===== config.mk =====
export PLATFORM = sky130hd
export DESIGN_NAME = cordic_z_vec
export DESIGN_NICKNAME = d
export VERILOG_FILES = /design/src/rtl/cordic_z_vec.sv
export SDC_FILE = /design/constraint.sdc
export NUM_CORES = 1
export LEC_CHECK = 0
export ABC_AREA = 0
export CELL_PAD_IN_SITES_DETAIL_PLACEMENT = 2
export CELL_PAD_IN_SITES_GLOBAL_PLACEMENT = 2
export CORE_AREA = 2 2 84 94
export DETAILED_ROUTE_END_ITERATION = 12
export DIE_AREA = 0 0 86 96
export GPL_TIMING_DRIVEN = 0
export PLACE_DENSITY = 0.79
export SLEW_MARGIN = 10
export SYNTH_ARGS = -nofsm -noshare
export SYNTH_HDL_FRONTEND = slang
export SYNTH_SLANG_ARGS = --single-unit

===== constraint.sdc =====
create_clock -name clk -period 7.5 [get_ports clk]
set_clock_uncertainty 0.2 [all_clocks]
set_input_delay 2.25 -clock clk [delete_from_list [all_inputs] [get_ports clk]]
set_output_delay 2.25 -clock clk [all_outputs]
set_load 0.01 [all_outputs]

===== src/rtl/cordic_z_vec.sv =====
// cordic_z_vec: bit-serial CORDIC vectoring-mode angle accumulator (LSB-first, 1-bit full adder).
// Define CORDIC_Z_QUAD_EN to seed the angle with +pi/2 when quad_in is high at start.
module cordic_z_vec #(
    parameter int WIDTH = 16,
    parameter int ITERS = 16
) (
    input  logic             clk,
    input  logic             rst_n,
    input  logic             start,
    input  logic             dir_valid,
    input  logic             dir_in,
    input  logic             quad_in,
    output logic             dir_req,
    output logic             z_bit,
    output logic [3:0]       iter,
    output logic             busy,
    output logic [WIDTH-1:0] z_out,
    output logic             z_valid
);

    localparam int CW = $clog2(WIDTH);

    typedef enum logic [1:0] {
        IDLE     = 2'd0,
        WAIT_DIR = 2'd1,
        SHIFT    = 2'd2,
        DONE     = 2'd3
    } state_t;

    state_t           state;
    state_t           state_next;
    logic [WIDTH-1:0] z;
    logic [WIDTH-1:0] z_seed;
    logic [CW-1:0]    bit_cnt;
    logic             carry;
    logic             dir;
    logic [15:0]      rom_word;
    logic             r_bit;
    logic             sum;
    logic             carry_next;
    logic             last_bit;
    logic             last_iter;

    function automatic logic [15:0] atan_rom(input logic [3:0] k);
        case (k)
            4'd0:    atan_rom = 16'd8192;
            4'd1:    atan_rom = 16'd4836;
            4'd2:    atan_rom = 16'd2555;
            4'd3:    atan_rom = 16'd1297;
            4'd4:    atan_rom = 16'd651;
            4'd5:    atan_rom = 16'd326;
            4'd6:    atan_rom = 16'd163;
            4'd7:    atan_rom = 16'd81;
            4'd8:    atan_rom = 16'd41;
            4'd9:    atan_rom = 16'd20;
            4'd10:   atan_rom = 16'd10;
            4'd11:   atan_rom = 16'd5;
            4'd12:   atan_rom = 16'd3;
            4'd13:   atan_rom = 16'd1;
            4'd14:   atan_rom = 16'd1;
            default: atan_rom = 16'd0;
        endcase
    endfunction

`ifdef CORDIC_Z_QUAD_EN
    assign z_seed = quad_in ? (WIDTH'(1) << (WIDTH - 2)) : '0;
`else
    logic unused_quad;
    assign unused_quad = quad_in;
    assign z_seed      = '0;
`endif

    // Subtraction is z + ~rom + 1: the +1 comes from seeding carry with 1.
    assign rom_word   = atan_rom(iter);
    assign r_bit      = rom_word[bit_cnt] ^ ~dir;
    assign sum        = z[0] ^ r_bit ^ carry;
    assign carry_next = (z[0] & r_bit) | (z[0] & carry) | (r_bit & carry);
    assign last_bit   = (bit_cnt == CW'(WIDTH - 1));
    assign last_iter  = (iter == 4'(ITERS - 1));

    always_ff @(posedge clk) begin
        if (!rst_n) begin
            state <= IDLE;
        end else begin
            state <= state_next;
        end
    end

    // Direction handshake: one direction is consumed on a rising edge where
    // dir_req and dir_valid are both high; dir_valid low while dir_req is high stalls.
    always_comb begin
        state_next = state;
        dir_req    = 1'b0;
        busy       = 1'b0;
        z_valid    = 1'b0;
        z_bit      = 1'b0;
        case (state)
            IDLE: begin
                if (start) state_next = WAIT_DIR;
            end
            WAIT_DIR: begin
                dir_req = 1'b1;
                busy    = 1'b1;
                if (dir_valid) state_next = SHIFT;
            end
            SHIFT: begin
                busy  = 1'b1;
                z_bit = sum;
                if (last_bit) state_next = last_iter ? DONE : WAIT_DIR;
            end
            DONE: begin
                z_valid    = 1'b1;
                state_next = IDLE;
            end
            default: state_next = IDLE;
        endcase
    end

    always_ff @(posedge clk) begin
        if (!rst_n) begin
            z       <= '0;
            z_out   <= '0;
            bit_cnt <= '0;
            carry   <= 1'b0;
            dir     <= 1'b0;
            iter    <= '0;
        end else begin
            case (state)
                IDLE: begin
                    if (start) begin
                        iter <= '0;
                        z    <= z_seed;
                    end
                end
                WAIT_DIR: begin
                    if (dir_valid) begin
                        dir     <= dir_in;
                        carry   <= ~dir_in;
                        bit_cnt <= '0;
                    end
                end
                SHIFT: begin
                    z       <= {sum, z[WIDTH-1:1]};
                    carry   <= carry_next;
                    bit_cnt <= bit_cnt + 1'b1;
                    // z_out is loaded as DONE is entered so it is valid alongside z_valid.
                    if (last_bit) begin
                        if (last_iter) z_out <= {sum, z[WIDTH-1:1]};
                        else           iter  <= iter + 4'd1;
                    end
                end
                default: ;
            endcase
        end
    end

endmodule


### Sequential cells grouped by signal name

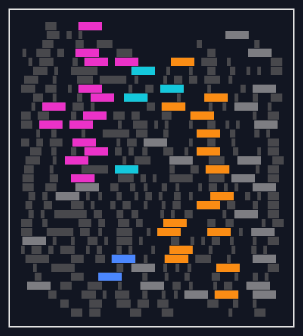
cyan -> bit_cnt  # placed flops 4, where top centre
blue -> state  # placed flops 2
orange -> z  # placed flops 16
magenta -> rom_word  # placed flops 14

### Layout detail

Window x 0 to 50, y 46 to 96 µm. Cells in grey, sequential cells in the stronger grey; small squares are vias.
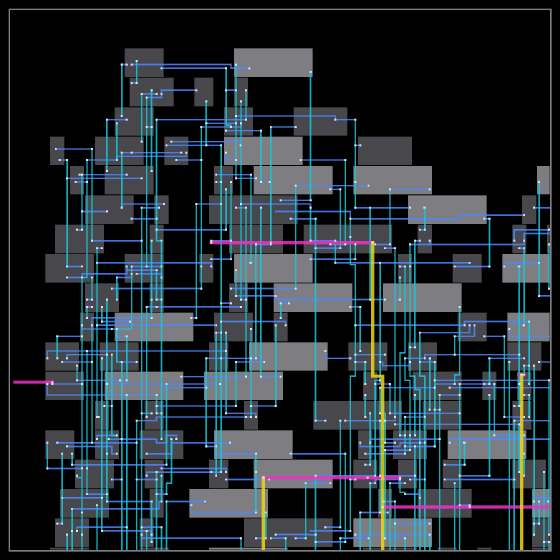
yellow -> met4
magenta -> met3
cyan -> met2
blue -> met1
most frequent = dfxtp_1 (19)
sequential cells in the window = 19
netlist names of flops here include = rom_word (13), bit_cnt (4)
cells with their middle in the window = 92

### Clock routing

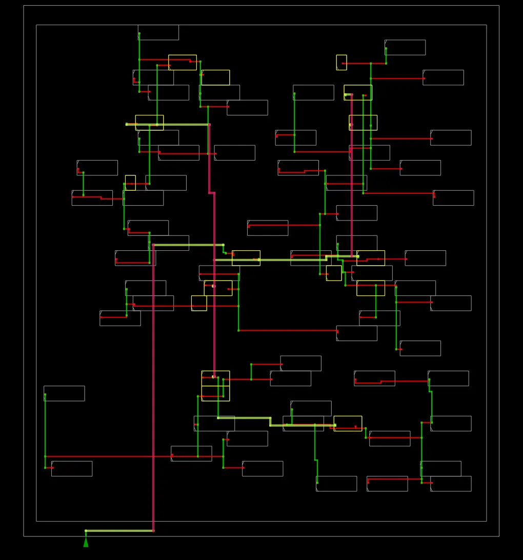
clk_lat worst skew: 340 ps
layout clock buffer count: 12
CTS Buf Count: 9
clock sinks: 58

### Supply network

Pins as bars on the die edge.
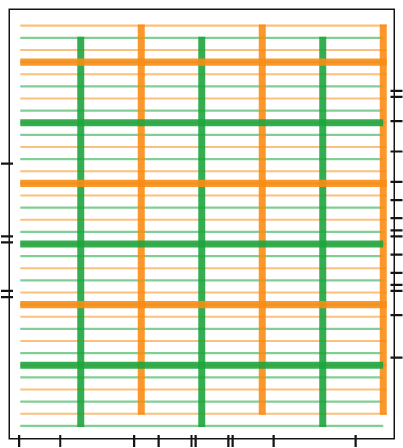
green -> VSS
orange -> VDD
rows = 33
signal pins = 30
met5 straps = 6
met1 rails = 34
met4 straps = 6
DIE HEIGHT: 96 µm
Die Wd: 86 µm
CORE AREA: 7310 µm²
peak supply drop: 0.0957 mV

### Selected gate families

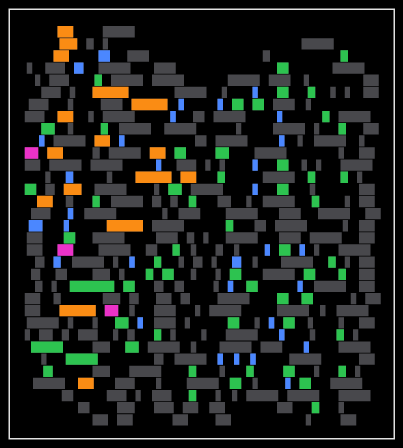
blue -> NOR gates  # cells 32
green -> inverting AOI/OAI gates  # cells 56, where all over the die
orange -> multiplexers  # cells 16
magenta -> AND-OR and OR-AND gates  # cells 3

==> flow_summary.ini <==
; implementation run metrics
[cells_and_area]
diodes = 0
logic_area_um2 = 1310
drive_gt1_share_pct = 11.3
flop-count = 58
fillCellCount = 801
final_net_count = 340
seq_share_pct = 36.2
final_cell_area_um2 = 3210
lay_top_cells = dfxtp_1, nand2_1, clkdlybuf4s50_1, nor2_1, a21oi_1
multi_input_comb_cells = 190
nonClockInverterCount = 14
layout_top_cell = dfxtp_1
instances_no_fill = 413
bufAreaShareNonClock_pct = 12.0
clockNetworkAreaShare_pct = 5.93
top_area_cell_class = combinational gates
buffers = 48
syn2layout_area_growth_pct = 22.0
fin_util_pct = 43.9
comb-cell-share_pct = 40.9
ff_latch_area_um2 = 1160

[power]
powerClk_uw = 274
p_leak_nw = 1.16
pwr-share-clk_pct = 32.2
power_leader = registers
p_switching_uw = 279
powerSeq_uw = 348
p_seq_share_pct = 40.7
intPower_uw = 574
power_uw = 853
powerDensity_nw_per_um2 = 266
swShare_pct = 32.8
comb-power_uw = 231
combPwrFrac_pct = 27.1

[synth]
ff_type = dfxtp_1
syn_inst = 282
top_cells_by_area = dfxtp_1, nand2_1, ha_1, a22oi_1, a21oi_1
syn-cell-area_um2 = 2630
async_flop_share_pct = 0
synth.most_common_cell = dfxtp_1
adder_share_pct = 6.48
xor_share_pct = 0.667
simple_gate_share_pct = 17.6
yosys-stat-area_um2 = 2630
mux_share_pct = 8.57
ys_cells = 282
logic_family = simple AND/OR/NAND/NOR gates
edf_count = 0
yosysTopAreaCell = dfxtp_1
aoi_share_pct = 16.6
syn-mean-instance-area_um2 = 9.32
ys_seq_share_pct = 44.2
common_cells = dfxtp_1, nand2_1, nor2_1
top_cell_area_share_pct = 44.2
numSynthFlops = 58
syn_nets = 301
synth_cell_type_count = 54
yosys_warnings = 0

[clock_network]
cts_tree = built
postCtsHoldBufs = 0
cts_resized = 0
clk_path_buf_depth = 2
root_buffer = clkbuf_8
postCtsSetupBuffers = 0
path_clk_slew_ps = 70
cts-htree-levels = 3

[drt]
wl_met3_um = 156
drt-total-wl_mm = 6.80
viasPerCell = 5.26
drt_iter0_markers = 46
dr_total_vias = 2173
m1WireLength_mm = 2.95
ant_nets = 0
drtPass1Iterations = 4
highest_layer = met4
wl_met2_mm = 3.54
wl_per_cell_um = 16.5
drc = 0

[global_route]
grt_pass1_vias = 2380
met1_usage_pct = 21.4
overflow = 0
grt_max_degree = 11
grt-busiest-layer = met2
grt_pass1_wl_mm = 11.6
grtUsageMet3_pct = 2.57
grt_antenna_before_repair = 0
grtUsageMet2_pct = 32.8
grt_usage_pct = 18.5

[worst_setup_path]
crit_family = multiplexers
rr_startpoint = bit_cnt[0]
start_kind = flop
path_depth = 7
ff2ff_path_depth = 8
arrival_ps = 3580
rrSetupSlack_ps = 4360
endpoint = z_bit
worstSetupStartpoint = bit_cnt[0]
cp_slowest_cell = mux4_2
cp_max_fo = 7
path_buffers = 2
path_cells = clkbuf_1 > mux4_2 > mux4_2 > xor2_1 > fa_1 > nor2b_1 > clkdlybuf4s50_1
crit_type = flop to output port
worst_path_largest_cell_delay_ps = 570
crit_path_frequent_cell = mux4_2
worstPathRequired_ps = 5050
r2r_end = z[15]
end_kind = output port

[final_timing]
fin_tns_setup_ps = 0
worst_pin_slew_ps = 651
setup_ws_ps = 1470
hold_violations = 0
finalHoldWorstSlack_ps = 256
min_period_ps = 6030
relSlewSlack_pct = 56.2
final.period_utilization_pct = 80.4
rsz0062_at_grt = no
setup_violations = 0
drv_slew = 0
fmax_mhz = 166

[placement]
placed_area_um2 = 3020
dp_hpwl_mm = 5.02
place_inst = 397
place.gp.congestion = 0.772
port_buffers = 28
dp_slack_ps = 1770

[floorplan]
core_util_floorplan_pct = 36.0
pin_count = 30
die_area_um2 = 8260
rows = 33
taps = 87

[job]
max_cap_violations = 0
warning_count = 34

[hold_path]
min_path_cells = 2
hold_path.class = flop to flop
hold-path-endpoint = z_out[4]
hp-start = z_out[4]

[outcome]
outcome = finished, final reports clean
Power is estimated from default activity; no workload was simulated.
